===== src/rtl/conv_adder_tree_acc.sv =====
// conv_adder_tree_acc: pipelined signed adder tree with channel accumulation,
// bias add, rounding right-shift, optional ReLU and saturation.
// Ports:
//   clk, rst_n                       clock, async active-low reset
//   in_valid/in_first/in_last        beat qualifier and channel-burst framing
//   product_in[N_IN]                 signed PE products for this beat
//   bias_in                          bias, taken from the first beat of a pixel
//   shift_in, relu_en                post-processing, taken from the last beat
//   out_valid/out_data/out_sat       registered result strobe, value, clip flag
module conv_adder_tree_acc #(
  parameter int unsigned N_IN   = 9,
  parameter int unsigned IN_W   = 16,
  parameter int unsigned BIAS_W = 16,
  parameter int unsigned ACC_W  = 32,
  parameter int unsigned OUT_W  = 16
) (
  input  logic                     clk,
  input  logic                     rst_n,
  input  logic                     in_valid,
  input  logic                     in_first,
  input  logic                     in_last,
  input  logic signed [IN_W-1:0]   product_in [N_IN],
  input  logic signed [BIAS_W-1:0] bias_in,
  input  logic [4:0]               shift_in,
  input  logic                     relu_en,
  output logic                     out_valid,
  output logic signed [OUT_W-1:0]  out_data,
  output logic                     out_sat
);

  localparam int unsigned T    = $clog2(N_IN);
  localparam int unsigned D    = T + 1;      // leaf register + T tree levels
  localparam int unsigned SH_W = 5;
  localparam int unsigned RW   = ACC_W + 1;  // headroom for the rounding add

  localparam logic signed [RW-1:0] SAT_MAX = {{(RW-OUT_W+1){1'b0}}, {(OUT_W-1){1'b1}}};
  localparam logic signed [RW-1:0] SAT_MIN = {{(RW-OUT_W+1){1'b1}}, {(OUT_W-1){1'b0}}};

  // Live node count at a given tree level (ceil(N_IN / 2^lvl)).
  function automatic int unsigned nodes_at(input int unsigned lvl);
    return (N_IN + (32'd1 << lvl) - 32'd1) >> lvl;
  endfunction

  // Tree data: level 0 holds sign-extended leaves, level T holds the beat sum.
  logic signed [ACC_W-1:0] node_q [D][N_IN];

  always_ff @(posedge clk) begin
    for (int unsigned j = 0; j < N_IN; j++) begin
      node_q[0][j] <= {{(ACC_W-IN_W){product_in[j][IN_W-1]}}, product_in[j]};
    end
    for (int unsigned l = 1; l < D; l++) begin
      for (int unsigned j = 0; j < N_IN; j++) begin
        if (2*j + 1 < nodes_at(l-1)) begin
          node_q[l][j] <= node_q[l-1][2*j] + node_q[l-1][2*j+1];
        end else if (2*j < nodes_at(l-1)) begin
          node_q[l][j] <= node_q[l-1][2*j];   // odd leftover passes through
        end else begin
          node_q[l][j] <= '0;
        end
      end
    end
  end

  // Sideband pipe kept in step with the tree data.
  logic                     sb_valid_q [D];
  logic                     sb_first_q [D];
  logic                     sb_last_q  [D];
  logic                     sb_relu_q  [D];
  logic signed [BIAS_W-1:0] sb_bias_q  [D];
  logic [SH_W-1:0]          sb_shift_q [D];

  always_ff @(posedge clk or negedge rst_n) begin
    if (!rst_n) begin
      for (int unsigned k = 0; k < D; k++) begin
        sb_valid_q[k] <= 1'b0;
        sb_first_q[k] <= 1'b0;
        sb_last_q[k]  <= 1'b0;
        sb_relu_q[k]  <= 1'b0;
        sb_bias_q[k]  <= '0;
        sb_shift_q[k] <= '0;
      end
    end else begin
      sb_valid_q[0] <= in_valid;
      sb_first_q[0] <= in_first;
      sb_last_q[0]  <= in_last;
      sb_relu_q[0]  <= relu_en;
      sb_bias_q[0]  <= bias_in;
      sb_shift_q[0] <= shift_in;
      for (int unsigned k = 1; k < D; k++) begin
        sb_valid_q[k] <= sb_valid_q[k-1];
        sb_first_q[k] <= sb_first_q[k-1];
        sb_last_q[k]  <= sb_last_q[k-1];
        sb_relu_q[k]  <= sb_relu_q[k-1];
        sb_bias_q[k]  <= sb_bias_q[k-1];
        sb_shift_q[k] <= sb_shift_q[k-1];
      end
    end
  end

  logic                    fin_valid, fin_first, fin_last, fin_relu;
  logic [SH_W-1:0]         fin_shift;
  logic signed [ACC_W-1:0] acc_q, bias_q, fin_bias, sum_c, r_c;
  logic signed [RW-1:0]    r_ext, rnd, post;
  logic signed [OUT_W-1:0] sat_data;
  logic                    sat_flag;

  assign fin_valid = sb_valid_q[D-1];
  assign fin_first = sb_first_q[D-1];
  assign fin_last  = sb_last_q[D-1];
  assign fin_relu  = sb_relu_q[D-1];
  assign fin_shift = sb_shift_q[D-1];
  assign fin_bias  = {{(ACC_W-BIAS_W){sb_bias_q[D-1][BIAS_W-1]}}, sb_bias_q[D-1]};

  // Accumulate / bias / round / ReLU / saturate for the beat leaving the tree.
  always_comb begin
    sum_c    = (fin_first ? '0 : acc_q) + node_q[T][0];
    r_c      = sum_c + (fin_first ? fin_bias : bias_q);
    r_ext    = {r_c[ACC_W-1], r_c};
    rnd      = '0;
    post     = r_ext;
    sat_data = '0;
    sat_flag = 1'b0;
    if (32'(fin_shift) >= ACC_W) begin
      post = r_c[ACC_W-1] ? '1 : '0;
    end else if (fin_shift != '0) begin
      rnd  = RW'(1) << (fin_shift - SH_W'(1));
      post = (r_ext + rnd) >>> fin_shift;
    end
    if (fin_relu && post[RW-1]) begin
      post = '0;
    end
    if (post > SAT_MAX) begin
      sat_data = SAT_MAX[OUT_W-1:0];
      sat_flag = 1'b1;
    end else if (post < SAT_MIN) begin
      sat_data = SAT_MIN[OUT_W-1:0];
      sat_flag = 1'b1;
    end else begin
      sat_data = post[OUT_W-1:0];
    end
  end

  // Channel accumulator and the bias captured on the pixel's first beat.
  always_ff @(posedge clk or negedge rst_n) begin
    if (!rst_n) begin
      acc_q  <= '0;
      bias_q <= '0;
    end else if (fin_valid) begin
      if (fin_last) begin
        acc_q  <= '0;
        bias_q <= '0;
      end else begin
        acc_q <= sum_c;
        if (fin_first) begin
          bias_q <= fin_bias;
        end
      end
    end
  end

  logic                    out_valid_q, out_sat_q;
  logic signed [OUT_W-1:0] out_data_q;

  // Result register; data and flag hold between strobes.
  always_ff @(posedge clk or negedge rst_n) begin
    if (!rst_n) begin
      out_valid_q <= 1'b0;
      out_data_q  <= '0;
      out_sat_q   <= 1'b0;
    end else begin
      out_valid_q <= fin_valid & fin_last;
      if (fin_valid && fin_last) begin
        out_data_q <= sat_data;
        out_sat_q  <= sat_flag;
      end
    end
  end

  assign out_valid = out_valid_q;
  assign out_data  = out_data_q;
  assign out_sat   = out_sat_q;

endmodule

===== config.mk =====
export PLATFORM = sky130hd
export DESIGN_NAME = conv_adder_tree_acc
export DESIGN_NICKNAME = d
export VERILOG_FILES = /design/src/rtl/conv_adder_tree_acc.sv
export SDC_FILE = /design/constraint.sdc
export NUM_CORES = 1
export LEC_CHECK = 0
export CAP_MARGIN = 25
export CORE_MARGIN = 1.5
export CORE_UTILIZATION = 45
export DETAILED_ROUTE_END_ITERATION = 12
export PLACE_DENSITY_LB_ADDON = 0.15
export SLEW_MARGIN = 20
export SYNTH_ARGS = -nofsm -noshare
export SYNTH_HDL_FRONTEND = slang
export SYNTH_SLANG_ARGS = --single-unit

===== constraint.sdc =====
create_clock -name clk -period 15.7 [get_ports clk]
set_input_delay 1.57 -clock clk [delete_from_list [all_inputs] [get_ports clk]]
set_output_delay 1.57 -clock clk [all_outputs]
set_load 0.03 [all_outputs]

==> changes_impl.md, run 1 <==
### Implementation results

- Synth cell count leaders: 448 x dfxtp_1, 309 x nor2_1, 282 x ha_1
- Clock sink total: about 660
- Share of cells above drive strength 1: ~6.8%
- Final Worst Setup Slack: 4.90 ns
- Min cycle time layout: around 11 ns
- Routed vias/inst: roughly 5.4
- Top cells by area: dfxtp_1 28%, dfrtp_1 16%, ha_1 11%
- Reg2reg end: out_data[1]$_DFFE_PN0P_
- PD cells: roughly 250 nW/um2
- Normalized max-slew margin: 41.1%
- M1 wire length: about 36 mm
- DR WL met2: ~40 mm
- Clk pwr: 1.82 mW
- Worst-margin pin slew: between 0.8 and 0.9 ns
- Placed Instance Area: roughly 35000 um2
- Final core occ: between 50% and 60%
- Hold WS: 0.319 ns
- Dominant synthesized flop cell: dfxtp_1
- Largest class: combinational gates
- Seq_cells: 655
- Commonest Layout Cell: dfxtp_1
- Tool warnings: 34
- Max incr delay on CP: 0.64 ns
- Vias in the first global route: between 20000 and 25000
- Reg-to-Reg Start: fin_first$_DFF_PN0_
- Worst skew pair latency: 0.62 ns
- Register share of the cell area: 37.4%
- Met1 usage in global routing: about 28%
- IO Count: 189
- Post-synthesis cell type count: between 100 and 150
- Area fraction in xor and xnor cells: 6.37%
- Max IR drop VDD: roughly 0.00016 V
- Critical Path RT: approximately 16 ns
- Seq pwr share: a little under a quarter
- Largest regs: node_q x448, sb_bias_q x64
- Net load switching power: 4.17 mW
- Antenna violations before repair: 3
- EDFF count, synth: 0
- Yosys top cell by area: dfxtp_1
- Clock Tree Root: clkbuf_16
- Routed Antenna Nets: 0
- Worst-case reg-to-reg path depth: approximately 42
- CTS buffer count: 74
- Number of max-cap violations: 0
- Largest net degree at the start of global routing: ~80
- Reg with most FFs: node_q
- Adders+Majority by Area: about an eighth
- Total GRT Usage: between 20 and 25%
- FP Util: ~45%
- RSZ-0062 raised after global routing: no
- Routed WL per cell: 18.3 um
- Clock-cell share of area: 6.96%
- Min-delay worst type: reg -> reg
- CTS tree: built
- Cells after DPL: ~4400
- Detailed Route WL: between 80 and 90 mm
- Clock Path Buffers: 3
- Max FFs per register: 448
- Well Taps: 950
- Worst Path Buf+Inv: 3
- Syn Area/Cell: 9.74 um2
- Hold buffer count at CTS: 0
- Worst slack, placed: about 5 ns
- Post-synth regs: about 660
- Die width: 271 um
- Row count: 98
- Chip height: between 200 and 300 um
- CP max-delay cell: clkinv_1
- Delay-heaviest family, CP: AND-OR/OR-AND gates
- Combinational group share of total power: 57.8%
- Cell internal pwr: 5.24 mW
- Final period util: between 60% and 70%
- Die area: between 70000 and 80000 um2
- F_max: roughly 0.093 GHz
- Congestion Overflow GR: 0
- Register area: ~14000 um2
- Hold Path Depth: 0
- P_seq: 2.15 mW
- Main logic family: AND-OR/OR-AND gates
- Worst Clk Skew: approximately 0.027 ns
- Yosys stat chip area: about 32000 um2
- Mi-comb count: ~2300
- Non-clock buffers, area share: 5.47%
- Setup violators final: 0
- Instance count of the mapped netlist: between 3000 and 4000
- Most instantiated logic cells after routing: 448 x dfxtp_1, 309 x nor2_1, 282 x ha_1, 242 x inv_1, 218 x o21ai_0
- Non-clock buffers: about 210
- Syn Nets: about 3800
- Synth mux share: 2.29%
- First-pass DRT Iterations: 5
- Count of non-CTS inverters in the layout: 245
- Critical path class: reg -> reg
- AND-OR/OR-AND Cells, Area Fraction: between 10% and 20%
- DRT iter0 DRCs: 1427
- Clock share of power: 19.4%
- Outcome: completed
- Met3 Resource Use GR: under 10%
- Routability cong.: between 0.9 and 1
- Clock buffer count: approximately 110
- H-tree levels: 3
- Post-DP HPWL: 64.0 mm
- Most frequent cell after synthesis: dfxtp_1
- Sequential share of the synthesized area: roughly 44%
- Multi-input logic area: ~17000 um2
- Tot Pwr: 9.42 mW
- Max-slew violations: 0
- Met3 Wirelength: 3.51 mm
- Min-Delay Startpoint: node_q[2][223]$_DFF_P_
- Pwr top: combinational logic
- Yosys Warn Count: 0
- Net Sw Frac: ~44%
- Fin area: between 30000 and 40000 um2
- Critical Path Sink: out_data[1]$_DFFE_PN0P_
- Endpoint, Worst Hold: node_q[3][255]$_DFF_P_
- Core area: 71400 um2
- Total setup buffers inserted after CTS: 0
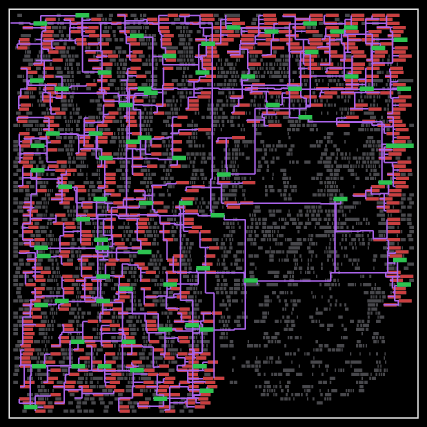
(run_1/clock_map.png)
Scale: 1.5 px per um.
- cells driving clock nets: green (count 74)
- clock wires: purple (length 8180 um)
- flip-flops: red (count 655)
- flops lie: all over the die

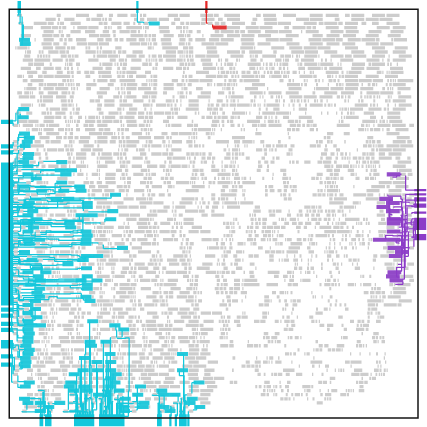
(run_1/port_nets.png)
Scale: 1.5 px per um.
- `out_data`: purple (bits 16; direction output; end cells 16; buffers 16; wire 488 um)
- `in_first`: red (bits 1; direction input; end cells 1; buffers 1; wire 12.8 um)
- `product_in`: cyan (bits 144; direction input; end cells 144; buffers 144; wire 4030 um)

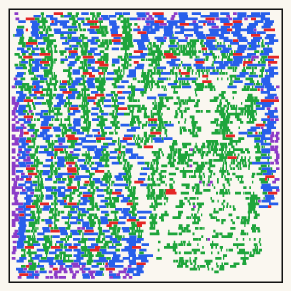
(run_1/cell_classes.png)
Scale: 1 px per um.
- flip-flops: blue (cells 655)
- other buffers and delay cells: purple (cells 209)
- clock drivers and dummy loads: red (cells 130)
- all other logic: green (cells 2584)

==> run_1/met3.png <==
Scale: 1.5 px per um.
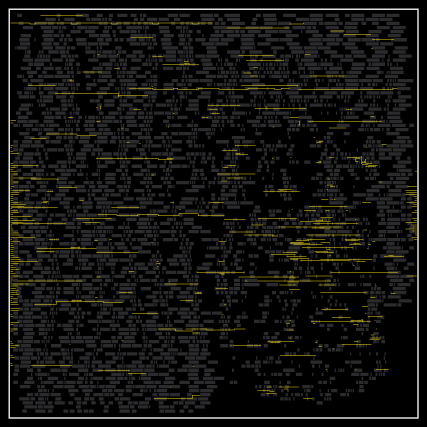

--- run 2 (diff from run 1) ---
==> constraint.sdc (replaced) <==
create_clock -name clk -period 8.85 [get_ports clk]
set_input_delay 0.885 -clock clk [delete_from_list [all_inputs] [get_ports clk]]
set_output_delay 0.885 -clock clk [all_outputs]
set_load 0.03 [all_outputs]
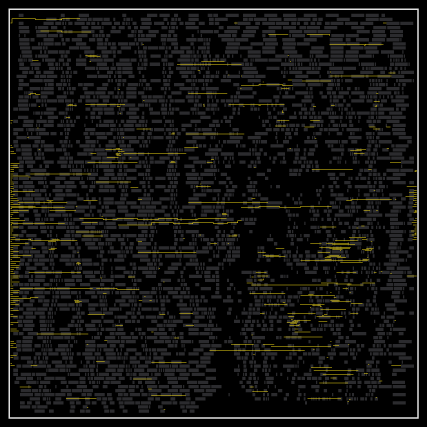
(run_2/met3.png)
Scale: 1.5 px per um.
- share of all routed wire: 3.7%
- main direction: horizontal

==> run 2 against run 1 <==
Against the previous run: register-to-register slack worse by 4.5 ns; area after synthesis unchanged; via count up 3.3%; critical path depth up 1; non-clock buffer count up 134; sequential share of layout area down 1.3 points; core utilization up 1.9 points; power up 93%; worst setup slack worse by 4.5 ns; largest power group unchanged; clock skew up 0.032 ns; first-iteration DRC count down 15%; final cell count up 3.0%.
==> changes_impl.md, run 2 <==
### Implementation results

- Worst-margin pin slew: 0.886 ns (+0.00705 ns)
- Count of non-CTS inverters in the layout: 245 (unchanged)
- Antenna violations before repair: 3 (unchanged)
- Sequential share of the synthesized area: 43.6% (unchanged)
- Reg-to-Reg Start: fin_first$_DFF_PN0_
- Instance count of the mapped netlist: 3329 (unchanged)
- Met1 usage in global routing: 26.7% (-1.3 points)
- AND-OR/OR-AND Cells, Area Fraction: 19.1% (unchanged)
- Clock-pin slew on the worst setup and hold paths: roughly 0.070 ns
- Clock sink total: 655 (unchanged)
- Outcome: completed
- Critical Path RT: 9.33 ns (-6.82 ns)
- Syn Area/Cell: 9.74 um2 (unchanged)
- Hold Path Depth: 0 (unchanged)
- Most instantiated logic cells after routing: 448 x dfxtp_1, 308 x nor2_1, 278 x ha_1, 242 x inv_1, 212 x o21ai_0
- Non-clock buffers: 343 (+64%)
- Pwr top: combinational logic
- Most frequent cell after synthesis: dfxtp_1
- Share of cells above drive strength 1: 12.0% (+5.2 points)
- Critical path class: reg -> reg
- Clock Tree Root: clkbuf_16
- Largest regs: node_q x448, sb_bias_q x64
- Routability cong.: 0.936 (+0.39%)
- Vias in the first global route: 25591 (+4.1%)
- Total GRT Usage: 23.1% (+0.69 points)
- Critical Path Sink: out_sat$_DFFE_PN0P_
- Combinational group share of total power: 61.6% (+3.8 points)
- Placed Instance Area: 36200 um2 (+2.8%)
- Reg2reg end: out_sat$_DFFE_PN0P_
- Mi-comb count: 2339 (unchanged)
- Max incr delay on CP: 0.44 ns (-0.20 ns)
- Routed vias/inst: 5.39 (+0.33%)
- IO Count: 189 (unchanged)
- CP max-delay cell: dfrtp_2
- Max FFs per register: 448 (unchanged)
- PD cells: 462 nW/um2 (+86%)
- Min-delay worst type: reg -> reg
- Clock-cell share of area: 6.51% (-0.45 points)
- Met3 Resource Use GR: 3.24% (-0.11 points)
- Register share of the cell area: 36.1% (-1.3 points)
- Main logic family: AND-OR/OR-AND gates
- Seq pwr share: 21.1% (-1.7 points)
- Final core occ: 55.0% (+1.9 points)
- Hold buffer count at CTS: 0 (unchanged)
- Post-synth regs: 655 (unchanged)
- H-tree levels: 3 (unchanged)
- F_max: 0.119 GHz (+28%)
- EDFF count, synth: 0 (unchanged)
- Detailed Route WL: 85.8 mm (+3.7%)
- Row count: 98 (unchanged)
- Final Worst Setup Slack: 0.420 ns (-4.47 ns)
- Met3 Wirelength: 3.13 mm (-11%)
- Top cells by area: dfxtp_1 28%, dfrtp_1 16%, ha_1 11%
- Yosys stat chip area: 32400 um2 (unchanged)
- Congestion Overflow GR: 0 (unchanged)
- Cells after DPL: 4518 (+2.8%)
- Post-synthesis cell type count: 117 (unchanged)
- Clock Path Buffers: 3 (unchanged)
- Max-slew violations: 0 (unchanged)
- DR WL met2: 43.7 mm (+8.5%)
- Seq_cells: 655 (unchanged)
- Largest net degree at the start of global routing: 101 (+26%)
- FP Util: 45.4% (unchanged)
- Post-CTS Resized: 9
- Area leader share: 27.7%
- First-pass DRT Iterations: 6 (+1)
- Endpoint, Worst Hold: node_q[3][224]$_DFF_P_
- Normalized max-slew margin: 40.9% (-0.18 points)
- Routed WL per cell: 18.4 um (+0.72%)
- Setup violators final: 0 (unchanged)
- Largest class: combinational gates
- CTS buffer count: 72 (-2.7%)
- Top layer in use: met5
- Die width: 271 um (unchanged)
- Met2 usage: 42.8%
- Adders+Majority by Area: 12.1% (unchanged)
- Synth mux share: 2.29% (unchanged)
- Yosys Warn Count: 0 (unchanged)
- CTS tree: built
- Fin area: 39200 um2 (+3.7%)
- Yosys top cell by area: dfxtp_1
- Syn Nets: 3801 (unchanged)
- Routed Antenna Nets: 0 (unchanged)
- Min cycle time layout: 8.43 ns (-2.38 ns)
- P_seq: 3.83 mW (+78%)
- Diodes inserted: 0
- Hold WS: 0.312 ns (-0.00682 ns)
- Well Taps: 950 (unchanged)
- Simple Share, Synth: between 10% and 20%
- Commonest Layout Cell: dfxtp_1
- Net load switching power: 7.80 mW (+87%)
- Worst Clk Skew: 0.0592 ns (+0.0325 ns)
- Cell internal pwr: 10.3 mW (+97%)
- Synth cell count leaders: 448 x dfxtp_1, 309 x nor2_1, 282 x ha_1
- Dominant synthesized flop cell: dfxtp_1
- Delay-heaviest family, CP: AND-OR/OR-AND gates
- Chip height: 271 um (unchanged)
- Non-clock buffers, area share: 7.97% (+2.5 points)
- Tool warnings: 36 (+5.9%)
- Area fraction in xor and xnor cells: 6.37% (unchanged)
- M1 wire length: 35.6 mm (-1.3%)
- Total setup buffers inserted after CTS: 2 (+2)
- Max IR drop VDD: 0.000192 V (+20%)
- Number of max-cap violations: 0 (unchanged)
- Multi-input logic area: 17300 um2 (+2.4%)
- Die area: 73700 um2 (unchanged)
- Tot Pwr: 18.1 mW (+93%)
- Worst-case reg-to-reg path depth: 43 (+2.4%)
- Clock buffer count: 101 (-3.8%)
==> run_2/port_nets.png <==
Scale: 1.5 px per um.
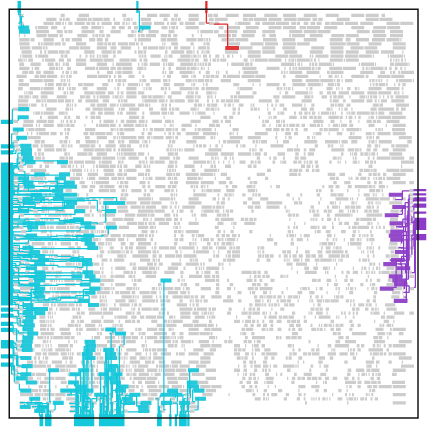

--- run 3 (diff from run 2) ---
--- a/config.mk
+++ b/config.mk
@@ -10,6 +10,7 @@
 export CORE_UTILIZATION = 45
 export DETAILED_ROUTE_END_ITERATION = 12
 export PLACE_DENSITY_LB_ADDON = 0.15
+export SKIP_CTS_REPAIR_TIMING = 1
 export SLEW_MARGIN = 20
 export SYNTH_ARGS = -nofsm -noshare
 export SYNTH_HDL_FRONTEND = slang
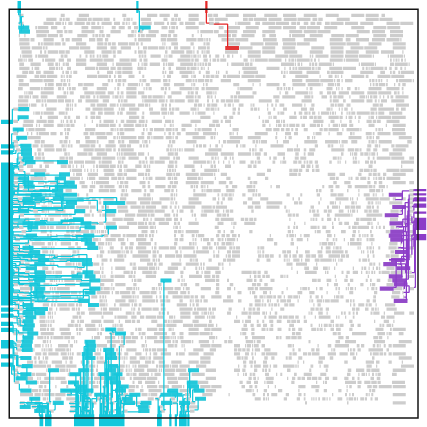
(run_3/port_nets.png)
Scale: 1.5 px per um.
- `out_data`: purple (bits 16; direction output; end cells 16; buffers 16; wire 549 um)
- `product_in`: cyan (bits 144; direction input; end cells 144; buffers 144; wire 4050 um)
- `in_first`: red (bits 1; direction input; end cells 1; buffers 1; wire 34.7 um)

==> run 3 against run 2 <==
Against the previous run: worst setup slack better by 0.013 ns; non-clock buffer count shrank 1; hold slack about the same; clock skew shrank 0.00072 ns; largest power group unchanged.
==> changes_impl.md, run 3 <==
### Implementation results

- Min-delay worst type: reg -> reg
- Non-clock buffers, area share: 7.95% (-0.020 points)
- Routed Antenna Nets: 0 (unchanged)
- CP max-delay cell: dfrtp_2
- EDFF count, synth: 0 (unchanged)
- Comb pwr: ~11 mW
- Most instantiated logic cells after routing: 448 x dfxtp_1, 308 x nor2_1, 278 x ha_1, 242 x inv_1, 212 x o21ai_0
- Endpoint, Worst Hold: node_q[3][224]$_DFF_P_
- Fin area: 39200 um2 (about the same)
- IO Count: 189 (unchanged)
- Multi-input logic area: 17300 um2 (about the same)
- Non-clock buffers: 342 (-0.29%)
- Post-synthesis cell type count: 117 (unchanged)
- Clock share of power: around 17%
- Count of non-CTS inverters in the layout: 245 (unchanged)
- Instance count of the mapped netlist: 3329 (unchanged)
- Seq pwr share: 21.1% (about the same)
- Yosys top cell by area: dfxtp_1
- P_seq: 3.83 mW (about the same)
- Synth Cell Area: 32400 um2
- Largest net degree at the start of global routing: 101 (unchanged)
- Die area: 73700 um2 (unchanged)
- Synth cell count leaders: 448 x dfxtp_1, 309 x nor2_1, 282 x ha_1
- Met3 Resource Use GR: 3.11% (-0.12 points)
- Area fraction in xor and xnor cells: 6.37% (unchanged)
- Worst-case reg-to-reg path depth: 43 (unchanged)
- Met1 usage in global routing: 26.8% (+0.069 points)
- Detailed Route WL: 85.7 mm (about the same)
- Reg-to-Reg Start: fin_first$_DFF_PN0_
- Net load switching power: 7.80 mW (about the same)
- H-tree levels: 3 (unchanged)
- Register share of the cell area: 36.1% (about the same)
- Clock Tree Root: clkbuf_16
- Post-synth regs: 655 (unchanged)
- Worst-margin pin slew: 0.903 ns (+0.0166 ns)
- Met2 usage: 42.9% (+0.17 points)
- Antenna violations before repair: 3 (unchanged)
- Worst Clk Skew: 0.0585 ns (-0.000724 ns)
- Cell internal pwr: 10.3 mW (about the same)
- Top cells by area: dfxtp_1 28%, dfrtp_1 16%, ha_1 11%
- Syn Area/Cell: 9.74 um2 (unchanged)
- Routed vias/inst: 5.40 (+0.16%)
- Delay-heaviest family, CP: AND-OR/OR-AND gates
- Congestion Overflow GR: 0 (unchanged)
- Hold Path Depth: 0 (unchanged)
- Clock Path Buffers: 3 (unchanged)
- Area leader share: 27.7% (unchanged)
- Total GRT Usage: 23.1% (about the same)
- M1 wire length: 35.5 mm (-0.31%)
- Hold WS: 0.312 ns (-0.000415 ns)
- AND-OR/OR-AND Cells, Area Fraction: 19.1% (unchanged)
- Dominant synthesized flop cell: dfxtp_1
- Well Taps: 950 (unchanged)
- Seq_cells: 655 (unchanged)
- Tool warnings: 36 (unchanged)
- Yosys Warn Count: 0 (unchanged)
- Sequential share of the synthesized area: 43.6% (unchanged)
- Async SR Flop Fraction: a little under a third
- Reg2reg end: out_sat$_DFFE_PN0P_
- Pwr top: combinational logic
- Combinational group share of total power: 61.5% (about the same)
- FP Util: 45.4% (unchanged)
- Clock buffer count: 101 (unchanged)
- Routability cong.: 0.936 (unchanged)
- Worst setup startpoint: fin_first$_DFF_PN0_
- Most frequent cell after synthesis: dfxtp_1
- PD cells: 462 nW/um2 (about the same)
- Row count: 98 (unchanged)
- Min cycle time layout: 8.42 ns (-0.0126 ns)
- Share of cells above drive strength 1: 12.0% (-0.051 points)
- Largest class: combinational gates
- CTS buffer count: 72 (unchanged)
- Main logic family: AND-OR/OR-AND gates
- Mi-comb count: 2339 (unchanged)
- Yosys stat chip area: 32400 um2 (unchanged)
- DR WL met2: 43.8 mm (+0.15%)
- Max-slew violations: 0 (unchanged)
- Number of max-cap violations: 0 (unchanged)
- Critical Path RT: 9.33 ns (about the same)
- Critical Path Sink: out_sat$_DFFE_PN0P_
- CTS tree: built
- Clock-cell share of area: 6.51% (about the same)
- Chip height: 271 um (unchanged)
- Core area: a little over 70000 um2
- Placed Instance Area: 36200 um2 (unchanged)
- Syn Nets: 3801 (unchanged)
- Die width: 271 um (unchanged)
- Diodes inserted: 0 (unchanged)
- Max incr delay on CP: 0.44 ns (about the same)
- Final Worst Setup Slack: 0.433 ns (+0.0126 ns)
- Routed WL per cell: 18.4 um (about the same)
- Min-Delay Startpoint: node_q[2][192]$_DFF_P_
- Tot Pwr: 18.1 mW (about the same)
- Commonest Layout Cell: dfxtp_1
- Setup violators final: 0 (unchanged)
- Normalized max-slew margin: 39.8% (-1.1 points)
- Top Usage Layer GRT: met2
- Clock sink total: 655 (unchanged)
- Max IR drop VDD: 0.000191 V (-0.49%)
- Final core occ: 55.0% (about the same)
- Outcome: completed
- Critical path class: reg -> reg
- F_max: 0.119 GHz (+0.15%)
- Largest regs: node_q x448, sb_bias_q x64
- Vias in the first global route: 25542 (-0.19%)
- Cells after DPL: 4518 (unchanged)
- Top layer in use: met5
- First-pass DRT Iterations: 5 (-1)
- Max FFs per register: 448 (unchanged)
- Met3 Wirelength: 3.09 mm (-1.3%)
- Crit. End Element: flop
- Adders+Majority by Area: 12.1% (unchanged)
- Synth mux share: 2.29% (unchanged)
- Simple Share, Synth: 12.1% (unchanged)
- Clock-pin slew on the worst setup and hold paths: 0.07 ns (about the same)
Power figures rest on the tool's default switching activity, not on a simulated workload.
